$ cat src/rtl/clk_ratio_monitor.sv
// clk_ratio_monitor: measures the period and high phase of a divided clock
// in ref_clk cycles and flags ratio, duty and stuck-clock errors.
module clk_ratio_monitor #(
   parameter int DIV_RATIO_WIDTH = 4,
   parameter int CNT_WIDTH = 8
) (
   input  logic                       ref_clk,
   input  logic                       reset,
   input  logic                       enable,
   input  logic                       clk_in,
   input  logic [DIV_RATIO_WIDTH-1:0] expected_ratio,
   output logic [CNT_WIDTH-1:0]       meas_period,
   output logic [CNT_WIDTH-1:0]       meas_high,
   output logic                       meas_valid,
   output logic                       ratio_err,
   output logic                       stuck_err,
   output logic [7:0]                 err_count
);

   localparam logic [CNT_WIDTH-1:0] ONE = CNT_WIDTH'(1);
   localparam logic [CNT_WIDTH-1:0] TIMEOUT =
      CNT_WIDTH'((1 << (CNT_WIDTH - 1)) - 1);

   typedef enum logic [1:0] {IDLE, SYNC, HIGH, LOW} state_t;

   state_t               state;
   logic                 s1, s2, s3;
   logic                 rise, fall;
   logic                 active;
   logic [CNT_WIDTH-1:0] hi_cnt, lo_cnt;
   logic [CNT_WIDTH-1:0] period_sum;
   logic [CNT_WIDTH-1:0] phase_diff;
   logic [CNT_WIDTH-1:0] ratio_ext;
   logic                 ratio_bad;
   logic                 done;
   logic                 stuck_hit;
   logic                 err_hit;

   assign rise   = s2 & ~s3;
   assign fall   = ~s2 & s3;
   assign active = enable && (expected_ratio > DIV_RATIO_WIDTH'(1));

   // measurement arithmetic and error qualification for this cycle
   always_comb begin
      ratio_ext  = CNT_WIDTH'(expected_ratio);
      period_sum = hi_cnt + lo_cnt;
      phase_diff = (hi_cnt >= lo_cnt) ? (hi_cnt - lo_cnt)
                                      : (lo_cnt - hi_cnt);
      ratio_bad  = (period_sum != ratio_ext) || (phase_diff > ONE);
      done       = active && (state == LOW) && rise;
      stuck_hit  = 1'b0;
      if (active) begin
         unique case (state)
            SYNC:    stuck_hit = !rise && (hi_cnt == TIMEOUT);
            HIGH:    stuck_hit = !fall && (hi_cnt == TIMEOUT);
            LOW:     stuck_hit = !rise && (lo_cnt == TIMEOUT);
            default: stuck_hit = 1'b0;
         endcase
      end
      err_hit = (done && ratio_bad) || stuck_hit;
   end

   // two-flop synchronizer plus a third flop for edge detection
   always_ff @(posedge ref_clk or negedge reset) begin
      if (!reset) begin
         s1 <= 1'b0;
         s2 <= 1'b0;
         s3 <= 1'b0;
      end else begin
         s1 <= clk_in;
         s2 <= s1;
         s3 <= s2;
      end
   end

   // phase-tracking FSM with registered measurement and pulse outputs
   always_ff @(posedge ref_clk or negedge reset) begin
      if (!reset) begin
         state       <= IDLE;
         hi_cnt      <= '0;
         lo_cnt      <= '0;
         meas_period <= '0;
         meas_high   <= '0;
         meas_valid  <= 1'b0;
         ratio_err   <= 1'b0;
         stuck_err   <= 1'b0;
      end else begin
         meas_valid <= 1'b0;
         ratio_err  <= 1'b0;
         stuck_err  <= 1'b0;
         if (!active) begin
            state <= IDLE;
         end else begin
            unique case (state)
               IDLE: begin
                  hi_cnt <= ONE;
                  state  <= SYNC;
               end
               SYNC: begin
                  if (rise) begin
                     hi_cnt <= ONE;
                     state  <= HIGH;
                  end else if (stuck_hit) begin
                     stuck_err <= 1'b1;
                     hi_cnt    <= ONE;
                  end else begin
                     hi_cnt <= hi_cnt + ONE;
                  end
               end
               HIGH: begin
                  if (fall) begin
                     lo_cnt <= ONE;
                     state  <= LOW;
                  end else if (stuck_hit) begin
                     stuck_err <= 1'b1;
                     hi_cnt    <= ONE;
                     state     <= SYNC;
                  end else begin
                     hi_cnt <= hi_cnt + ONE;
                  end
               end
               LOW: begin
                  if (rise) begin
                     meas_high   <= hi_cnt;
                     meas_period <= period_sum;
                     meas_valid  <= 1'b1;
                     ratio_err   <= ratio_bad;
                     hi_cnt      <= ONE;
                     state       <= HIGH;
                  end else if (stuck_hit) begin
                     stuck_err <= 1'b1;
                     hi_cnt    <= ONE;
                     state     <= SYNC;
                  end else begin
                     lo_cnt <= lo_cnt + ONE;
                  end
               end
               default: state <= IDLE;
            endcase
         end
      end
   end

   // saturating error counter, cleared while the monitor is disabled
   always_ff @(posedge ref_clk or negedge reset) begin
      if (!reset) begin
         err_count <= '0;
      end else if (!enable) begin
         err_count <= '0;
      end else if (err_hit && (err_count != 8'hFF)) begin
         err_count <= err_count + 8'd1;
      end
   end

endmodule

$ cat config.mk
export PLATFORM = sky130hd
export DESIGN_NAME = clk_ratio_monitor
export DESIGN_NICKNAME = d
export VERILOG_FILES = /design/src/rtl/clk_ratio_monitor.sv
export SDC_FILE = /design/constraint.sdc
export NUM_CORES = 1
export LEC_CHECK = 0
export ABC_AREA = 0
export CELL_PAD_IN_SITES_DETAIL_PLACEMENT = 0
export CELL_PAD_IN_SITES_GLOBAL_PLACEMENT = 2
export CORE_ASPECT_RATIO = 0.7
export CORE_MARGIN = 3
export CORE_UTILIZATION = 32
export CTS_BUF_LIST = sky130_fd_sc_hd__clkbuf_8
export DETAILED_ROUTE_END_ITERATION = 16
export GPL_TIMING_DRIVEN = 0
export PLACE_DENSITY_LB_ADDON = 0.1
export SLEW_MARGIN = 30
export SYNTH_ARGS = -nofsm -noshare
export SYNTH_HDL_FRONTEND = slang
export SYNTH_SLANG_ARGS = --single-unit
$ cat constraint.sdc
create_clock -name ref_clk -period 4.5 [get_ports ref_clk]
set_clock_uncertainty 0.2 [all_clocks]
set_input_delay 0.9 -clock ref_clk [delete_from_list [all_inputs] [get_ports ref_clk]]
set_output_delay 0.9 -clock ref_clk [all_outputs]
set_load 0.01 [all_outputs]
sizing.png
Drawn at 4 px/um.
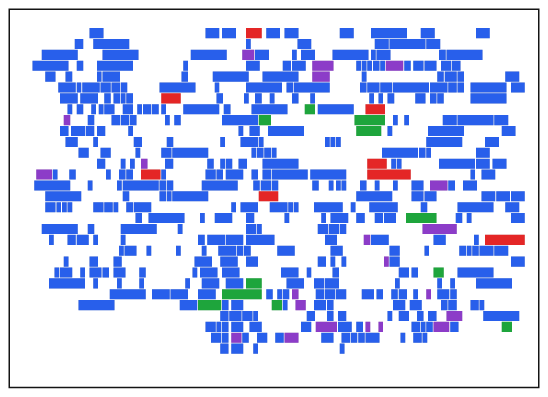
legend:
  x2:
    color: purple
    cells: 21
  x6 and larger:
    color: red
    cells: 8
  x3 and x4:
    color: green
    cells: 11
  x1 and smaller:
    color: blue
    cells: 402
area added between synthesis and finish: 18.4%
Final Worst Setup Slack: 0.665 ns
number of non-clock buffers in the layout: 46
area of all placed cells without fillers: 4210 um2

layers.png
Drawn at 4 px/um. Two of the layers only.
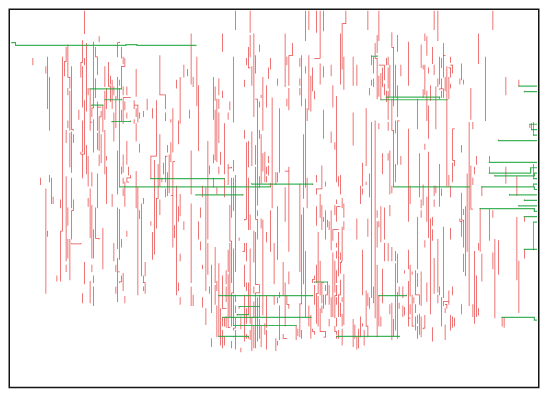
legend:
  M2:
    color: red
    wire_length: 4230 um
  M3:
    color: green
    wire_length: 418 um
overall track demand over capacity in global routing: 0.167
total detailed-routing wirelength: 10100 um
via count of the routed design: 3096
WL/cell: 17.1 um

placed.png
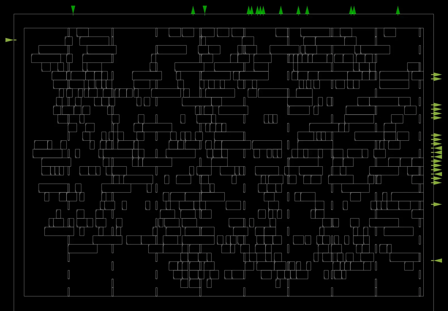
Util after Layout: 0.397
share of the final layout cell area in sequential cells: 0.285
non-filler instance count after layout: 590
number of tap cells added at floorplan: 148

==> metrics.log <==
[flow] summary of implementation run
INFO  metric status = finished clean
INFO  metric drtPass1Iterations = 4
INFO  metric grt_antenna_before_repair = 0
INFO  metric routabilityCongestion = 0.869
INFO  metric cpMaxStageDelayCell = or3_2
INFO  metric topCombFamilyByArea = AND-OR/OR-AND gates
INFO  metric cp_max_fo = 7
INFO  metric maximum_number_of_pins_on_one_net_before_global_route_repair = 47
INFO  metric final-comb-area = 2140 um2
INFO  metric fillerInstances = 1080
INFO  metric final_min_period_over_clock_period = 0.852
INFO  metric placed_cells = 582
INFO  metric slew-limit-headroom = 0.427
INFO  metric yosysWarnings = 0
INFO  metric cp_data_required_time = 4.53 ns
INFO  metric cts_made_buffers = 5
INFO  metric drcViolationCount = 0
INFO  metric synth_area_per_cell = 8.89 um2
INFO  metric cts.sink_count = 48
INFO  metric power.density = 471 nW/um2
INFO  metric syn_area = 3550 um2
INFO  metric maxCapViolCount = 0
INFO  metric portBuffers = 33
INFO  metric ioPinCount = 35
INFO  metric nets = 482
INFO  metric max_freq = 261 MHz
INFO  metric drt_first_iter_violations = 166
INFO  metric vias_in_the_first_global_route = 2931
INFO  metric totalNegativeSetupSlack = 0 ns
INFO  metric worst_pin_slew = 0.854 ns
INFO  metric count_of_nets_left_with_antenna_violations_after_detail_routing = 0
INFO  metric synth_top_cell_by_area = dfrtp_1
INFO  metric synthCells = 400
INFO  metric cp_cell_sequence = inv_1 -> ha_1 -> inv_1 -> fa_1 -> a21oi_1 -> o211ai_1 -> or3_2 -> a2111oi_4 -> a2bb2oi_2 -> o31a_4 -> o2111ai_2 -> mux2i_1
INFO  metric antenna_cells = 0
INFO  metric placed_cell_area = 4100 um2
INFO  metric drive_above_1_share = 0.0905
INFO  metric timing.critical_path.from_type = flop
pinout.png
Drawn at 4 px/um. Pins as bars across the die edge, other pins in gray.
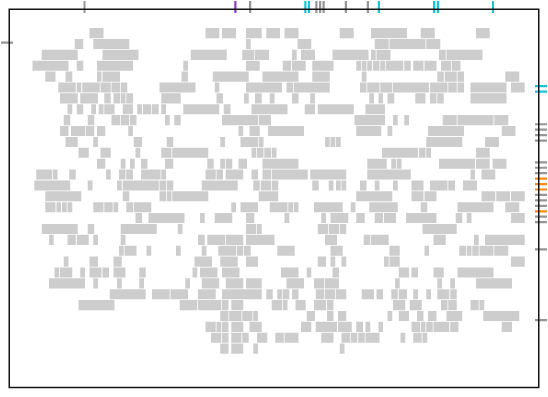
legend:
  expected_ratio:
    color: orange
    pins: 4
    direction: input
    edge: east
  stuck_err:
    color: purple
    pins: 1
    direction: output
    edge: north
  err_count:
    color: cyan
    pins: 8
    direction: output
    edge: 6 north, 2 east

port_trees.png
Drawn at 2 px/um.
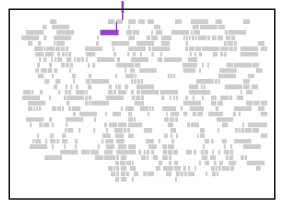
legend:
  stuck_err:
    color: purple
    bits: 1
    direction: output
    end_cells: 1
    buffers: 1
    wire: 10.0 um

## path summary, 6_finish.rpt
kind	from	to	cells past startpoint
min in group asynchronous	reset	meas_period[4]	1
worst max-delay path	hi_cnt[0]	err_count[7]	12
worst max register to register	hi_cnt[0]	err_count[7]	12
worst min-delay path	s1	s2	0
worst min register to register	s1	s2	0
max in group asynchronous	reset	lo_cnt[0]	2
## final cells by class
cell class | count | share of cell area
multi-input combinational | 302 | 0.509
buffer | 12 | 0.0161
timing repair buffer | 34 | 0.0844
tap | 148 | 0.0440
inverter | 38 | 0.0351
sequential | 48 | 0.285
clock inverter | 3 | 0.00922
clock buffer | 5 | 0.0164
## routing by layer
metal | global-route usage | part of all wire
met4 | 0.0420 | 0.0037
met2 | 0.238 | 0.42
met5 | 0 | 0
met1 | 0.255 | 0.54
met3 | 0.0337 | 0.041
## kinds of logic after synthesis
kind of cell               Yosys count
muxes                                8
AOI/OAI and AO/OA                  108
buffers and inverters               50
adders and majority gates           34
and+or+nand+nor                    137
xor gates and xnor gates            15
DFF                                 48
## sequential cells by signal (all words and copies together), names as in the netlist
signal and count:
err_count 8, hi_cnt 8, lo_cnt 8, meas_high 8, meas_period 8, meas_valid 1
ratio_err 1, s1 1, s2 1, s3 1, state 2, stuck_err 1
## cells in the final DEF, fill, tap and decap left out, types with 8 or more instances in the layout
cell type,n
nand2_1,44
nand3_1,19
nor2_1,23
nor2b_1,8
clkdlybuf4s50_1,32
ha_1,30
xnor2_1,10
o21ai_1,13
a21oi_1,17
dfrtp_1,48
inv_1,33
o21ai_0,23
## power by group
| group | leakage (uW) | switching (uW) | internal (uW) |
|---|---|---|---|
| combinational | 0.00104 | 620 | 461 |
| sequential | 0.000641 | 91.4 | 498 |
| clock | 0.0000593 | 149 | 163 |
Power and IR drop assume default switching activity.
